**src/rtl/iob2axi_sched.sv**
```systemverilog
// Round-robin scheduler granting a single iob2axi engine to one of two native clients.
// The granted client's native port is routed to the engine until its burst has retired.
module iob2axi_sched #(
   parameter int unsigned ADDR_W = 24,
   parameter int unsigned DATA_W = 32,
   parameter int unsigned LEN_W  = 8
) (
   input  logic                    clk,
   input  logic                    rst,
   input  logic [1:0]              req,
   input  logic [1:0]              dir,
   input  logic [2*LEN_W-1:0]      len,
   output logic [1:0]              gnt,
   output logic [1:0]              done,
   output logic [1:0]              err,
   input  logic [1:0]              valid,
   input  logic [2*ADDR_W-1:0]     addr,
   input  logic [2*DATA_W-1:0]     wdata,
   input  logic [2*DATA_W/8-1:0]   wstrb,
   output logic [DATA_W-1:0]       rdata,
   output logic [1:0]              ready,
   output logic                    m_run,
   output logic                    m_direction,
   output logic [LEN_W-1:0]        m_length,
   input  logic                    m_ctrl_ready,
   input  logic                    m_error,
   output logic                    m_valid,
   output logic [ADDR_W-1:0]       m_addr,
   output logic [DATA_W-1:0]       m_wdata,
   output logic [DATA_W/8-1:0]     m_wstrb,
   input  logic [DATA_W-1:0]       m_rdata,
   input  logic                    m_ready
);

   typedef enum logic [1:0] {IDLE, RUN, XFER, DRAIN} state_t;

   state_t           state, state_nxt;
   logic             ptr;        // client favoured when both request
   logic             cur;
   logic [LEN_W-1:0] beat_cnt;
   logic [1:0]       err_q;
   logic             grant, sel, active, beat, last_beat, finish;

   assign cur       = gnt[1];
   assign active    = (state == RUN) || (state == XFER);
   assign beat      = m_valid & m_ready;
   assign last_beat = beat && (beat_cnt == m_length);
   assign grant     = (state == IDLE) && m_ctrl_ready && (req != 2'b00);
   assign sel       = (req == 2'b11) ? ptr : req[1];
   assign finish    = (state == DRAIN) && m_ctrl_ready;

   always_ff @(posedge clk) begin
      if (rst) begin
         state       <= IDLE;
         gnt         <= '0;
         ptr         <= 1'b0;
         err_q       <= '0;
         beat_cnt    <= '0;
         m_direction <= 1'b0;
         m_length    <= '0;
      end else begin
         state <= state_nxt;
         if (grant) begin
            gnt         <= sel ? 2'b10 : 2'b01;
            m_direction <= dir[sel];
            m_length    <= sel ? len[2*LEN_W-1:LEN_W] : len[LEN_W-1:0];
            beat_cnt    <= '0;
            err_q[sel]  <= 1'b0;
         end
         if (active && beat)
            beat_cnt <= beat_cnt + LEN_W'(1);
         if (finish) begin
            gnt        <= '0;
            err_q[cur] <= m_error;
            ptr        <= ~cur;
         end
      end
   end

   // A single-beat burst can complete in RUN; skip XFER so no extra beat is admitted.
   always_comb begin
      state_nxt = state;
      case (state)
         IDLE:    if (grant) state_nxt = RUN;
         RUN:     state_nxt = last_beat ? DRAIN : XFER;
         XFER:    if (last_beat) state_nxt = DRAIN;
         DRAIN:   if (m_ctrl_ready) state_nxt = IDLE;
         default: state_nxt = IDLE;
      endcase
   end

   always_comb begin
      m_run   = (state == RUN);
      m_valid = active & (cur ? valid[1] : valid[0]);
      m_addr  = cur ? addr[2*ADDR_W-1:ADDR_W]       : addr[ADDR_W-1:0];
      m_wdata = cur ? wdata[2*DATA_W-1:DATA_W]      : wdata[DATA_W-1:0];
      m_wstrb = cur ? wstrb[2*DATA_W/8-1:DATA_W/8]  : wstrb[DATA_W/8-1:0];
      ready   = gnt & {2{m_ready & active}};
      rdata   = m_rdata;
      done    = finish ? gnt : 2'b00;
      // The captured error is visible alongside its done pulse, then held.
      err     = err_q | (done & {2{m_error}});
   end

endmodule

```
**config.mk**
```make
export PLATFORM = sky130hd
export DESIGN_NAME = iob2axi_sched
export DESIGN_NICKNAME = d
export VERILOG_FILES = /design/src/rtl/iob2axi_sched.sv
export SDC_FILE = /design/constraint.sdc
export NUM_CORES = 1
export LEC_CHECK = 0
export CAP_MARGIN = 15
export CORE_AREA = 4 4 109 111
export CTS_CLUSTER_DIAMETER = 80
export DETAILED_ROUTE_END_ITERATION = 12
export DIE_AREA = 0 0 113 115
export PLACE_DENSITY = 0.73
export SLEW_MARGIN = 20
export SYNTH_ARGS = -nofsm -noshare
export SYNTH_HDL_FRONTEND = slang
export SYNTH_SLANG_ARGS = --single-unit
```
**constraint.sdc**
```tcl
create_clock -name clk -period 3.6 [get_ports clk]
set_input_delay 0.54 -clock clk [delete_from_list [all_inputs] [get_ports clk]]
set_output_delay 0.54 -clock clk [all_outputs]
set_load 0.02 [all_outputs]
```
run_1/pdn.png
Bar = 20 um. Pins as bars on the die edge. Tap cells in grey.
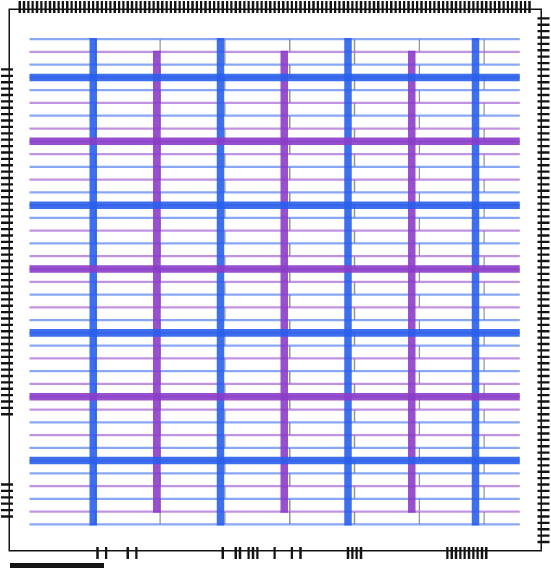
- VSS: blue
- VDD: purple
- rows: 38
- signal pins: 290
- tap cells: 140
- met4 straps: 7

run_1/cell_classes.png
Bar = 20 um.
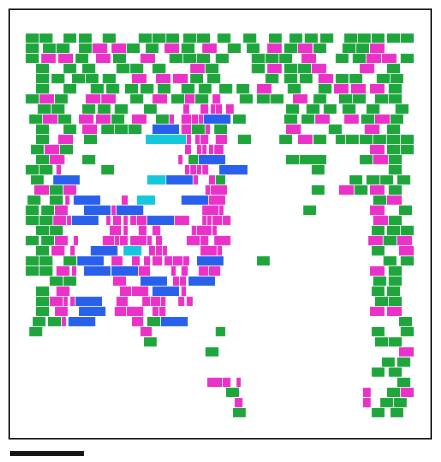
- all other logic: magenta (cells 182)
- clock drivers and dummy loads: cyan (cells 4)
- other buffers and delay cells: green (cells 230)
- flip-flops: blue (cells 24)

run_1/clock_map.png
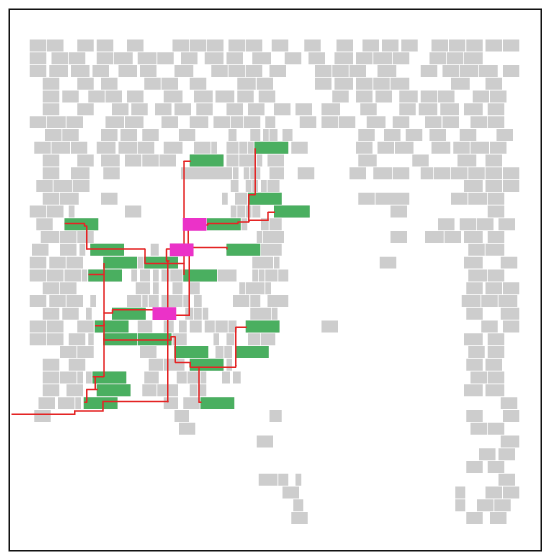
- flip-flops: green (count 24)
- cells driving clock nets: magenta (count 3)
- clock wires: red (length 316 um)
- routed clock nets: 4
clk_skew: 0.00203 ns
clk_lat worst skew: 0.26 ns

run 1: state kept, by name, summed over array words and instances (netlist names):
name / cells
beat_cnt: 8
err_q: 2
gnt: 2
m_direction: 1
m_length: 8
ptr: 1
state: 2
run 1: critical path, stage by stage, from the launching register on:
cell and delay, ns:
dfxtp_2 0.63, buf_12 0.28, mux2_2 0.36, clkdlybuf4s50_1 0.64
run 1: final timing paths:
kind | startpoint | end | slack [ns] | depth (start not counted)
hold / removal | state[1] | state[1] | 0.54 | 2
setup reg to reg | gnt[1] | beat_cnt[7] | 1.55 | 5
setup / recovery | gnt[1] | m_wstrb[1] | 0.86 | 3
hold reg to reg | state[1] | state[1] | 0.54 | 2
run 1: final cells by class:
class	instances	area [um^2]	area share [%]
Timing Repair Buffer	230	2300	51.2
Clock inverter	1	30.0	0.668
Tap cell	140	175	3.89
Sequential cell	24	482	10.7
Clock buffer	3	41.3	0.918
Inverter	4	15.0	0.334
Antenna cell	2	5.00	0.111
Multi-Input combinational cell	178	1450	32.2
run 1: synth_stat cells (2+ instances only):
cell,number,area [um^2]
nor2_1,27,101
xor2_1,8,70.1
nand3b_1,4,30.0
o21ai_1,4,20.0
nor2b_1,3,18.8
a21oi_1,12,60.1
nor2_4,2,22.5
and3_1,8,50.1
mux2_2,60,676
o21ai_0,2,10.0
dfxtp_1,24,480
inv_1,4,15.0
ha_1,6,75.1
mux2i_1,2,20.0
clkbuf_1,5,18.8
a222oi_1,9,90.1
nor3_1,2,10.0
buf_2,7,35.0
buf_4,33,248
nand4_1,2,12.5
nand2_1,9,33.8
run 1: layer usage:
metal  vias up  global-route usage [%]  wire, um  part of all wire [%]
met5         -                       0        83                  0.75
met4        14                    3.21       155                   1.4
met3        30                    7.00      1360                    12
met2       133                    25.1      5290                    48
met1      1174                    17.5      4150                    38
li1       1251                       -         -                     -
==> qor.yml, run 1 <==
status: "completed"
final_core_util_pct: 41.7
area_growth_pct: 100
combPwrFrac_pct: 66.6
min_period_ns: 2.74
design_power_total_uw: 1770
clkTransAtPathRegs_ns: 0.08
post_cts_resize_count: 0
layout_setup_ws_ns: 0.856
adder_share_pct: 3.34
xor_share_pct: 3.12
start_kind: "flip-flop"
viasPerCell: 4.47
die_area_um2: 13000
warnings: 30
root_buffer: "clkbuf_8"
grt_overflow: 0
worstPathMaxFanout: 36
fp_util_pct: 20.8
antenna_found_initial: 7
enable_flop_cells: 0
lay_top_cells: "clkdlybuf4s50_1, mux2_2, nor2_1"
grt_pass1_wl_um: 15000
lay_top_count: "clkdlybuf4s50_1"
grt_pass1_vias: 2667
relSlewSlack_pct: 49.0
final.period_utilization_pct: 76.2
portBuffers: 225
place_ws_ns: 0.976
async_flop_share_pct: 0
seq_power_share_pct: 20.1
arrival_ns: 2.20
syn_area_per_cell_um2: 8.94
final_area_um2: 4500
vias: 2602
wire_per_inst_um: 19.0
io_pins: 290
yosysUniqueCellTypes: 39
fin_tns_setup_ns: 0
cts_buffer_depth: 2
ctsHoldBuffers: 0
finalHoldWorstSlack_ns: 0.536
peakVddDrop_v: 0.000157
post_dp_cell_area_um2: 4420
ys_sh_aoi_pct: 11.5
synth_nets: 436
finalSetupViolCount: 0
first_pass_iters: 5
coreArea_um2: 10800
grt_usage_pct: 14.9
rows: 38
rsz0062_at_grt: "false"
nNetsFinal: 626
fin_cells: 582
pg_comb_uw: 1180
yosys-stat-area_um2: 2240
ys_seq_share_pct: 21.4
worst_ep_required_time_ns: 3.06
drive_gt1_share_pct: 17.3
tightestPinTransition_ns: 0.762
cts_made_buffers: 3
synth-simple-area-share_pct: 15.5
die_y_um: 115
synth_warnings: 0
synth_cells: 251
gp_congestion: 0.792
synth.area.mux_share_pct: 31.0
p_clk_share_pct: 13.3
grt_max_degree: 37
powerSeq_uw: 355
power.switching_uw: 686
drc: 0
power_density_nw_per_um2: 393
die_w_um: 113
cts_setup_buffers: 0
crit_path_end_kind: "output pin"
hold_path_class: "flip-flop to flip-flop"
drv_slew: 0
ant_nets: 0
finalHoldViolCount: 0
n_fill_cell: 1060
pg_clk_uw: 236
flop_cell: "dfxtp_1"
power_leader: "combinational logic"
yosysCellCount: 251
hpwl_um: 9720
synthTopLogicFamily: "multiplexers"
crit_type: "flip-flop to output pin"
htree_num_levels: 1
synth_area_um2: 2240
dp_cells: 576
cap_viol_max_count: 0
swShare_pct: 38.8
cts_tree: "yes"
drtIter0Drc: 132
cts.sinks: 24
ys.flops: 24
p_leak_uw: 0.00171
clock.fmax_ghz: 0.364
p_int_uw: 1080
totalWireLength_um: 11000
--- run 2 (diff from run 1) ---
- CORE_AREA: 4 4 109 111 -> 4 4 110 112
- DIE_AREA: 0 0 113 115 -> 0 0 114 116
- PLACE_DENSITY: 0.73 -> 0.72
- clock period: 3.6 -> 2.6 ns (I/O delays scaled with it)
==> qor.yml, run 2 <==
synth_nets: 436
synth_area_um2: 2240
root_buffer: "clkbuf_16"
gp_congestion: 0.858
crit_buf_inv: 2
antenna_found_initial: 5
status: "completed"
cp_slowest_cell: "clkdlybuf4s50_1"
start_kind: "flip-flop"
cts_tree: "yes"
synth_warnings: 0
most_common_cell: "mux2_2"
hold_depth: 2
grt_overflow: 0
ys_seq_share_pct: 21.4
rsz0062_at_grt: "false"
cts_buffer_depth: 2
cap_viol_max_count: 0
ys.flops: 24
cts_setup_buffers: 0
viasPerCell: 4.50
crit_type: "flip-flop to output pin"
yosysTopAreaCell: "mux2_2"
drv_slew: 0
top_cell_area_share_pct: 30.1
relSlewSlack_pct: 72.5
wire_per_inst_um: 18.9
seq_area_um2: 482
vias: 2629
drive_gt1_share_pct: 17.5
portBuffers: 225
final.period_utilization_pct: 94.7
clkLatencyLatePin_ns: 0.26
common_cells: "mux2_2, buf_4, nor2_1"
drc: 0
top_regs: "beat_cnt (8), m_length (8)"
comb_area_um2: 1450
holdCritStartpoint: "ptr"
die_w_um: 114
io_pins: 290
post_cts_resize_count: 0
coreArea_um2: 11200
clock.fmax_ghz: 0.406
adder_share_pct: 3.34
ctsHoldBuffers: 0
drtIter0Drc: 102
critPathLaunch: "gnt[1]"
arrival_ns: 2.07
crit_family: "buffers and inverters"
hpwl_um: 9590
flop_cell: "dfxtp_1"
async_flop_share_pct: 0
ys_sh_aoi_pct: 11.5
yosysUniqueCellTypes: 39
peakVddDrop_v: 0.000285
xor_share_pct: 3.12
rows: 39
wl_met3_um: 1410
wl_met1_um: 4250
synthTopLogicFamily: "multiplexers"
enable_flop_cells: 0
yosys-stat-area_um2: 2240
cts_made_buffers: 3
hold_path_class: "flip-flop to flip-flop"
r2r_end: "state[1]"
max_stage_delay_ns: 0.55
antennaDiodeCount: 0
grt_usage_pct: 15.0
clkTransAtPathRegs_ns: 0.06
first_pass_iters: 5
yosysCellCount: 251
reg2reg_depth: 7
dr_wl_met2_um: 5170
n_fill_cell: 1119
finalHoldViolCount: 0
lay_top_count: "clkdlybuf4s50_1"
die_area_um2: 13200
min_period_ns: 2.46
synth.area.mux_share_pct: 31.0
r2r-start: "state[0]"
worstPathMaxFanout: 21
grt_pass1_wl_um: 15200
warnings: 30
nNetsFinal: 627
worst_ep_required_time_ns: 2.21
fin_tns_setup_ns: 0
ant_nets: 0
grt_pass1_vias: 2648
htree_num_levels: 1
syn_area_per_cell_um2: 8.94
ff2ff_setup_slack_ns: 0.59
area_growth_pct: 101
cts.sinks: 24
synth_cells: 251
synth-simple-area-share_pct: 15.5
hold_end: "ptr"
grt_max_degree: 38
p_leak_uw: 0.00173
die_y_um: 116
tightestPinTransition_ns: 0.400
cp_cell_sequence: "buf_4 > mux2_2 > clkdlybuf4s50_1"
dp_cells: 580
fp_util_pct: 20.0
lay_top_cells: "clkdlybuf4s50_1, mux2_2, nor2_1"
crit_path_end_kind: "output pin"
finalSetupViolCount: 0
ys_top_cells_by_area: "mux2_2, dfxtp_1, buf_4"
totalWireLength_um: 11000
power_density_nw_per_um2: 549
fin_cells: 584
dr.max_layer_used: "met5"
-- run 2: layout make-up --
cell class | instances | share of cell area [%]
repair buffers | 231 | 51.1
inverters | 4 | 0.332
clock buffers | 4 | 1.96
well taps | 143 | 3.96
multi-input cells | 178 | 32.0
flip-flops and latches | 24 | 10.7
-- run 2: metal layers --
| metal | vias to the layer above | GRT usage (%) |
|---|---|---|
| li1 | 1254 | - |
| met1 | 1194 | 17.4 |
| met2 | 141 | 24.5 |
| met3 | 30 | 8.20 |
| met4 | 10 | 3.25 |
| met5 | - | 0 |
-- run 2: how the worst max path moves through the flow --
stage                       end  slack (ns)  cells past startpoint
global route             err[1]        0.02                      5
CTS                 m_wdata[30]        0.11                      3
detailed placement       err[1]        0.28                      5
global placement         err[1]        0.30                      5
floorplan             m_addr[0]        0.82                      3
finish              m_wdata[30]        0.14                      3
-- run 2: logic make-up after synthesis --
kind of cell / after synthesis
mux: 62
simple gates: 65
buf+inv: 49
flops: 24
fa+ha+maj: 6
xor+xnor: 8
compound gates: 37
-- run 2: per-stage QoR --
step	area (um^2)	power, uW	utilization, %	hold slack, ns	worst slack (ns)
2_1_floorplan	2240	1420	-	0.466	0.825
3_3_place_gp	4430	2120	39.5	0.490	0.299
3_5_place_dp	4430	2140	39.5	0.507	0.277
4_1_cts	4520	2520	40.3	0.521	0.107
5_1_grt	4520	2630	40.3	0.561	0.0244
6_report	4520	2480	40.3	0.517	0.137
-- run 2: where the power goes --
part / switching, uW / total [uW] / internal [uW] / leakage (uW)
clock: 129 / 364 / 235 / 0.0000442
combinational: 753 / 1630 / 879 / 0.00149
sequential: 71.0 / 486 / 415 / 0.000196
-- run 2: worst min-delay path: cells and delay by family (launching register included) --
kind,cells,cell delay [ns]
DFF,1,0.34
AOI/OAI and AO/OA,1,0.07
and+or+nand+nor,1,0.07
run_2/cell_classes.png
Bar = 20 um.
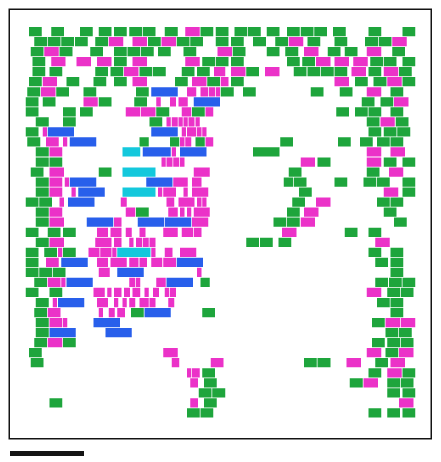
- all other logic: magenta (cells 182)
- flip-flops: blue (cells 24)
- clock drivers and dummy loads: cyan (cells 4)
- other buffers and delay cells: green (cells 231)

run_2/clock_map.png
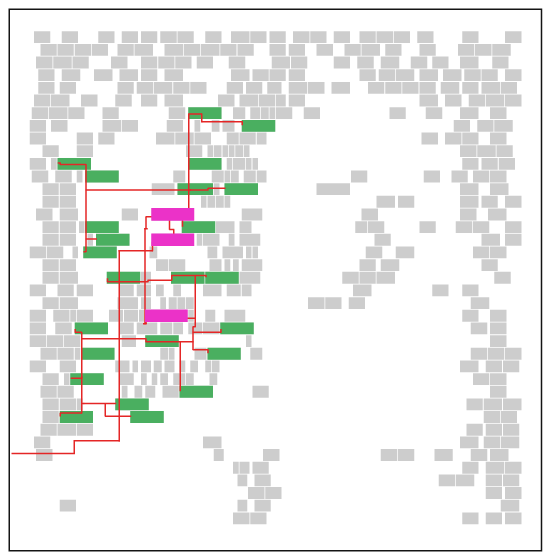
clk_skew: 0.00700 ns
Clock Power Share: 14.7%

--- run 3 (diff from run 2) ---
- MAX_ROUTING_LAYER: not set -> met4
- PLACE_DENSITY: 0.72 -> 0.67
==> qor.yml, run 3 <==
wire_per_inst_um: 19.2
flop_cell: "dfxtp_1"
yosys-stat-area_um2: 2240
grt_usage_pct: 15.9
rsz0062_at_grt: "false"
power_density_nw_per_um2: 543
async_flop_share_pct: 0
drv_slew: 0
crit_buf_inv: 2
most_common_cell: "mux2_2"
post_cts_resize_count: 0
syn_area_per_cell_um2: 8.94
finalSetupViolCount: 0
layout_setup_ws_ns: 0.234
top_cell_area_share_pct: 30.1
p_leak_uw: 0.00173
worstPathMaxFanout: 30
min_period_ns: 2.37
grt_max_degree: 31
io_pins: 290
status: "completed"
ys_seq_share_pct: 21.4
crit_type: "flip-flop to output pin"
cap_viol_max_count: 0
synth_area_um2: 2240
clkTransAtPathRegs_ns: 0.06
top_regs: "beat_cnt (8), m_length (8)"
grt_pass1_vias: 2716
antenna_found_initial: 9
area_growth_pct: 103
first_pass_iters: 5
cp_cell_sequence: "buf_12 > mux2_2 > clkdlybuf4s50_1"
synth_cells: 251
enable_flop_cells: 0
ys_top_cells_by_area: "mux2_2, dfxtp_1, buf_4"
drc: 0
warnings: 30
portBuffers: 225
die_y_um: 116
cts.sinks: 24
hold_path_class: "flip-flop to flip-flop"
yosysUniqueCellTypes: 39
yosysTopAreaCell: "mux2_2"
ctsHoldBuffers: 0
arrival_ns: 1.98
grt_pass1_wl_um: 15500
fp_util_pct: 20.0
ys.flops: 24
lay_top_count: "clkdlybuf4s50_1"
peakVddDrop_v: 0.000331
fin_cells: 593
hpwl_um: 10100
drtIter0Drc: 99
yosysCellCount: 251
cts_made_buffers: 3
start_kind: "flip-flop"
tightestPinTransition_ns: 0.358
vias: 2646
fin_tns_setup_ns: 0
cts_setup_buffers: 0
n_fill_cell: 1104
final.period_utilization_pct: 91.0
crit_family: "buffers and inverters"
cts_buffer_depth: 2
htree_num_levels: 1
dp_cells: 581
lay_top_cells: "clkdlybuf4s50_1, mux2_2, nor2_1"
common_cells: "mux2_2, buf_4, nor2_1"
nNetsFinal: 628
ant_nets: 0
finalHoldWorstSlack_ns: 0.512
coreArea_um2: 11200
crit_path_end_kind: "output pin"
max_stage_delay_ns: 0.57
synth_warnings: 0
clock.fmax_ghz: 0.423
die_w_um: 114
grt_overflow: 0
cts_tree: "yes"
synth_nets: 436
cp_slowest_cell: "clkdlybuf4s50_1"
rows: 39
drive_gt1_share_pct: 17.5
totalWireLength_um: 11400
worst_ep_required_time_ns: 2.21
place_ws_ns: 0.256
gp_congestion: 0.821
viasPerCell: 4.46
relSlewSlack_pct: 75.5
die_area_um2: 13200
finalHoldViolCount: 0
root_buffer: "clkbuf_16"
[run 3: per-layer routing]
metal	GRT usage (%)	part of all wire [%]	up-vias
met1	17.3	36	1203
li1	-	-	1271
met4	3.25	1.2	0
met3	8.72	14	15
met5	-	0	-
met2	25.7	49	157
[run 3: cells by family after synthesis]
group                      synth area share, %
and+or+nand+nor                           15.5
muxes                                     31.0
DFF                                       21.4
xor gates and xnor gates                  3.12
adders and majority gates                 3.34
AOI/OAI and AO/OA                         11.5
buffers and inverters                     14.1
[run 3: path summary, 6_finish.rpt]
kind | from | end | slack, ns | depth (start not counted)
setup / recovery | gnt[1] | m_wdata[13] | 0.23 | 3
setup reg to reg | state[0] | state[1] | 0.62 | 7
hold / removal | ptr | ptr | 0.51 | 2
hold reg to reg | ptr | ptr | 0.51 | 2
[run 3: cell type report]
cell class              count  area, um^2  share of cell area [%]
diodes                      9        22.5                   0.495
clock buffers               3        75.1                    1.65
inverters                   4        15.0                   0.330
multi-input cells         178        1450                    31.8
flip-flops and latches     24         482                    10.6
well taps                 143         179                    3.93
repair buffers            232        2330                    51.2
[run 3: stage by stage]
step                utilization, %  power [uW]  instance area [um^2]
detailed placement            39.7        2170                  4450
global route                  40.5        2620                  4550
finish                        40.5        2470                  4550
global placement              39.7        2150                  4450
floorplan                        -        1420                  2240
CTS                           40.3        2500                  4530
[run 3: power breakdown]
| part | switching, uW | internal, uW | leakage [uW] |
|---|---|---|---|
| clock | 119 | 203 | 0.0000370 |
| combinational | 772 | 893 | 0.00150 |
| sequential | 66.9 | 416 | 0.000196 |
[run 3: worst reg2reg max path, delay by kind of cell (launching register included)]
kind / cells / cell delay (ns)
simple gates: 3 / 0.60
flops: 1 / 0.41
fa+ha+maj: 1 / 0.37
compound gates: 1 / 0.22
mux: 1 / 0.20
buf+inv: 1 / 0.11
run_3/metal_stack.png
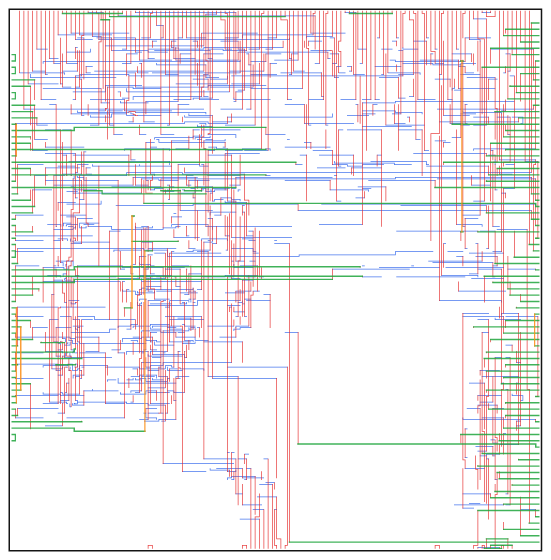
- met2: red (wire length 5,520 um)
- met1: blue (wire length 4,110 um)
- met4: orange (wire length 143 um)
- met3: green (wire length 1,590 um)

run_3/clock_map.png
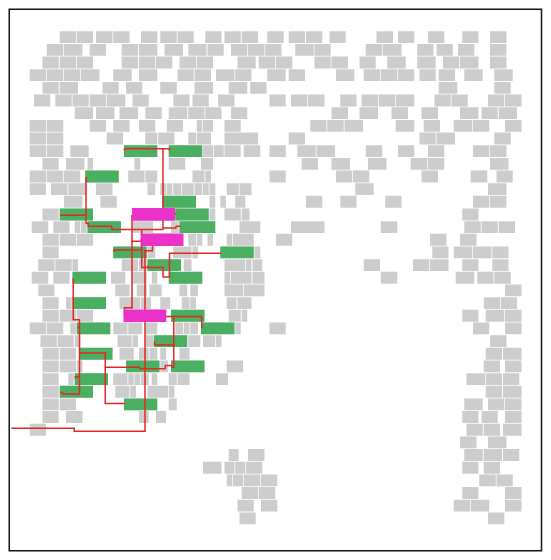
- flip-flops: green (count 24)
- cells driving clock nets: magenta (count 3)
- clock wires: red (length 307 um)
- routed clock nets: 4
Clock Power Share: 13.1%
clk pwr: 322 uW
clk_skew: 0.00174 ns
clk_lat worst skew: 0.25 ns

Power figures rest on the tool's default switching activity, not on a simulated workload.
